### config.mk
export PLATFORM = sky130hd
export DESIGN_NAME = fetch_stage
export DESIGN_NICKNAME = d
export VERILOG_FILES = /design/src/rtl/rv32i_pkg.sv /design/src/rtl/fetch_hold_buf.sv /design/src/rtl/fetch_stage.sv
export SDC_FILE = /design/constraint.sdc
export NUM_CORES = 1
export LEC_CHECK = 0
export ABC_AREA = 1
export ABC_CLOCK_PERIOD_IN_PS = 4400
export CAP_MARGIN = 15
export CORE_ASPECT_RATIO = 1.25
export CORE_UTILIZATION = 46
export DETAILED_ROUTE_END_ITERATION = 12
export GPL_ROUTABILITY_DRIVEN = 0
export GPL_TIMING_DRIVEN = 0
export PLACE_DENSITY = 0.76
export RECOVER_POWER = 50
export SLEW_MARGIN = 5
export SYNTH_ARGS = -nofsm -noshare
export SYNTH_HDL_FRONTEND = slang
export SYNTH_SLANG_ARGS = --single-unit
### constraint.sdc
create_clock -name clk_i -period 4.4 [get_ports clk_i]
set_clock_uncertainty 0.05 [all_clocks]
set_input_delay 0.44 -clock clk_i [delete_from_list [all_inputs] [get_ports clk_i]]
set_output_delay 0.44 -clock clk_i [all_outputs]
set_load 0.01 [all_outputs]
### src/rtl/rv32i_pkg.sv
// Shared RV32I constants and the fetch FSM state type.
package rv32i_pkg;

    localparam logic [31:0] NOP_INSTR = 32'h0000_0013;

    localparam logic [6:0] OPC_LOAD   = 7'b0000011;
    localparam logic [6:0] OPC_OP_IMM = 7'b0010011;
    localparam logic [6:0] OPC_AUIPC  = 7'b0010111;
    localparam logic [6:0] OPC_STORE  = 7'b0100011;
    localparam logic [6:0] OPC_OP     = 7'b0110011;
    localparam logic [6:0] OPC_LUI    = 7'b0110111;
    localparam logic [6:0] OPC_BRANCH = 7'b1100011;
    localparam logic [6:0] OPC_JALR   = 7'b1100111;
    localparam logic [6:0] OPC_JAL    = 7'b1101111;

    typedef enum logic [1:0] {
        FS_RUN  = 2'd0,
        FS_WAIT = 2'd1,
        FS_DROP = 2'd2
    } fetch_state_e;

endpackage

### src/rtl/fetch_hold_buf.sv
// One-entry skid buffer parking a fetched instruction while decode is stalled.
module fetch_hold_buf
    import rv32i_pkg::*;
(
    input  logic        clk_i,
    input  logic        rstn_i,
    input  logic        wr_i,
    input  logic        clr_i,
    input  logic [31:0] instr_i,
    input  logic [31:0] pc_i,
    output logic        full_o,
    output logic [31:0] instr_o,
    output logic [31:0] pc_o
);

    logic        full_q;
    logic [31:0] instr_q;
    logic [31:0] pc_q;

    always_ff @(posedge clk_i or negedge rstn_i) begin
        if (!rstn_i) begin
            full_q  <= 1'b0;
            instr_q <= NOP_INSTR;
            pc_q    <= 32'h0;
        end else if (clr_i) begin
            full_q  <= 1'b0;
        end else if (wr_i) begin
            full_q  <= 1'b1;
            instr_q <= instr_i;
            pc_q    <= pc_i;
        end
    end

    assign full_o  = full_q;
    assign instr_o = instr_q;
    assign pc_o    = pc_q;

endmodule

### src/rtl/fetch_stage.sv
// Single-outstanding instruction fetch with stall skid buffer and flush redirect.
module fetch_stage #(
    parameter logic [31:0] RESET_PC  = 32'h0000_0000,
    parameter logic [31:0] NOP_INSTR = rv32i_pkg::NOP_INSTR
) (
    input  logic        clk_i,
    input  logic        rstn_i,
    input  logic        stall_i,
    input  logic        flush_i,
    input  logic [31:0] redirect_pc_i,
    output logic        imem_req_o,
    output logic [31:0] imem_addr_o,
    input  logic        imem_gnt_i,
    input  logic        imem_rvalid_i,
    input  logic [31:0] imem_rdata_i,
    output logic [31:0] instr_decode_o,
    output logic [31:0] pc_decode_o,
    output logic        valid_decode_o
);
    import rv32i_pkg::*;

    fetch_state_e state_q, state_d;
    logic [31:0]  pc_q, pc_d;
    logic [31:0]  rsp_pc_q, rsp_pc_d;
    logic [31:0]  dec_instr_q, dec_instr_d;
    logic [31:0]  dec_pc_q, dec_pc_d;
    logic         dec_vld_q, dec_vld_d;

    logic         buf_full, buf_wr, buf_clr;
    logic [31:0]  buf_instr, buf_pc;
    logic         req, gnt, keep;

    // Gated by reset so the bus sees no request while rstn_i is low.
    assign req     = rstn_i && (state_q == FS_RUN) && !buf_full && !flush_i;
    assign gnt     = req && imem_gnt_i;
    assign keep    = imem_rvalid_i && (state_q == FS_WAIT) && !flush_i;
    assign buf_wr  = keep && stall_i;
    assign buf_clr = flush_i || (!stall_i && buf_full);

    fetch_hold_buf u_hold_buf (
        .clk_i   (clk_i),
        .rstn_i  (rstn_i),
        .wr_i    (buf_wr),
        .clr_i   (buf_clr),
        .instr_i (imem_rdata_i),
        .pc_i    (rsp_pc_q),
        .full_o  (buf_full),
        .instr_o (buf_instr),
        .pc_o    (buf_pc)
    );

    always_comb begin
        state_d     = state_q;
        pc_d        = pc_q;
        rsp_pc_d    = rsp_pc_q;
        dec_instr_d = dec_instr_q;
        dec_pc_d    = dec_pc_q;
        dec_vld_d   = dec_vld_q;

        case (state_q)
            FS_RUN:  if (gnt) state_d = FS_WAIT;
            FS_WAIT: if (imem_rvalid_i) state_d = FS_RUN;
                     else if (flush_i) state_d = FS_DROP;
            FS_DROP: if (imem_rvalid_i) state_d = FS_RUN;
            default: state_d = FS_RUN;
        endcase

        if (flush_i)  pc_d = {redirect_pc_i[31:2], 2'b00};
        else if (gnt) pc_d = pc_q + 32'd4;
        if (gnt)      rsp_pc_d = pc_q;

        // Buffered instruction is older than any new response, so it drains first.
        if (flush_i) begin
            dec_instr_d = NOP_INSTR;
            dec_vld_d   = 1'b0;
        end else if (!stall_i) begin
            if (buf_full) begin
                dec_instr_d = buf_instr;
                dec_pc_d    = buf_pc;
                dec_vld_d   = 1'b1;
            end else if (keep) begin
                dec_instr_d = imem_rdata_i;
                dec_pc_d    = rsp_pc_q;
                dec_vld_d   = 1'b1;
            end else begin
                dec_instr_d = NOP_INSTR;
                dec_vld_d   = 1'b0;
            end
        end
    end

    always_ff @(posedge clk_i or negedge rstn_i) begin
        if (!rstn_i) begin
            state_q     <= FS_RUN;
            pc_q        <= RESET_PC;
            rsp_pc_q    <= RESET_PC;
            dec_instr_q <= NOP_INSTR;
            dec_pc_q    <= 32'h0;
            dec_vld_q   <= 1'b0;
        end else begin
            state_q     <= state_d;
            pc_q        <= pc_d;
            rsp_pc_q    <= rsp_pc_d;
            dec_instr_q <= dec_instr_d;
            dec_pc_q    <= dec_pc_d;
            dec_vld_q   <= dec_vld_d;
        end
    end

    assign imem_req_o     = req;
    assign imem_addr_o    = pc_q;
    assign instr_decode_o = dec_instr_q;
    assign pc_decode_o    = dec_pc_q;
    assign valid_decode_o = dec_vld_q;

endmodule

met4.png
Scale: 2 px per um. Supply wires on this layer in grey.
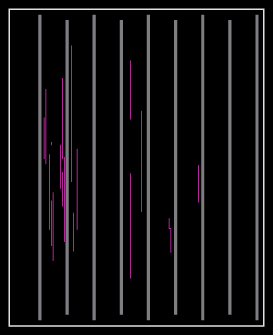
nets with wire on the layer = 16
longest straight run = 68.0 um
main direction = vertical
wire length on this layer = 569 um

port_nets.png
Scale: 2 px per um.
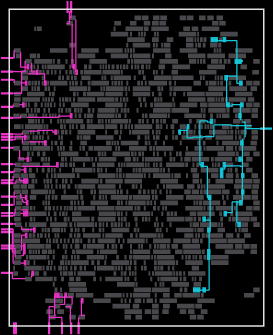
`stall_i` -> cyan  # bits 1, direction input, end cells 32, buffers 4, wire 331 um
`redirect_pc_i` -> magenta  # bits 32, direction input, end cells 30, buffers 30, wire 439 um

density.png
Scale: 2 px per um. 13 x 16 tiles, from dark blue (low) to red (high), 0 to 100% covered.
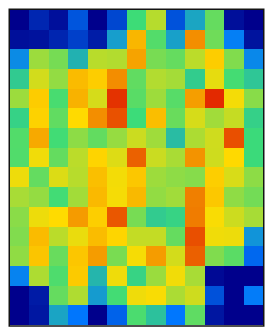
tiles over 75% full = 22%
fullest tile = 95%
mean over tiles = 55%
nearly empty tiles = 5.8%

power breakdown:
part	total, mW	leakage, nW	switching [mW]	internal (mW)
sequential	2.26	2.40	0.202	2.06
clock	1.46	0.273	0.628	0.828
combinational	0.858	2.64	0.452	0.406
total	4.57	5.31	1.28	3.29
sequential cells by signal, indices dropped and copies added, names as in the netlist, 2 cells and up:
| signal | cells |
|---|---|
| u_hold_buf.pc_o | 30 |
| u_hold_buf.instr_o | 32 |
| rsp_pc_q | 30 |
| instr_decode_o | 32 |
| state_q | 2 |
| imem_addr_o | 30 |
| pc_decode_o | 30 |
worst min-delay path, stage by stage:
cell     delay (ns)
buf_6          0.13
inv_4          0.12
o31ai_1        0.09
==> impl_metrics.tcl <==
# yosys + openroad results
set metrics [dict create \
    adder_share_pct 0.140 \
    status "completed" \
    comb_share_pct 30.9 \
    most-common-layout-cells "nand2_1 (353), dfrtp_1 (182), clkdlybuf4s50_1 (157)" \
    min_period_ns 3.55 \
    signal_buffers 221 \
    flops 188 \
    grt_max_degree 114 \
    edf_count 0 \
    dr_wl_met3_um 1220 \
    critPathBufInv 5 \
    rr_endpoint "u_hold_buf.instr_o[31]" \
    grt_use_total_pct 24.7 \
    cts_buffer_depth 2 \
    postLayoutSetupSlackWorst_ns 0.851 \
    dr.pass1.iters 5 \
    reg2reg_slack_ns 1.96 \
    crit_fanout 113 \
    chipArea_sq_um 19900 \
    cpMostUsedCell "nand2_1" \
    reg2reg_depth 7 \
    cts.sinks 188 \
    top_cell "nand2_1" \
    vias 7942 \
    die_w_um 126 \
    postRouteAntennaNets 0 \
    regArea_sq_um 4710 \
    fmax_ghz 0.282 \
    portBuffers 160 \
    via_per_inst 5.22 \
    largest_class "registers" \
    wl_met1_um 10200 \
    inv_count 91 \
    synthArstFlopShare_pct 100 \
    drv_slew 0 \
    stdcell_area_sq_um 11300 \
    use_met2_pct 42.5 \
    topCellsByArea "dfrtp_1 (51%), nand2_1 (15%), o21ai_0 (5.8%)" \
    drt-initial-drc-count 653 \
    ys_warn_count 0 \
    hold_viol_final 0 \
]
Power is estimated from default activity; no workload was simulated.
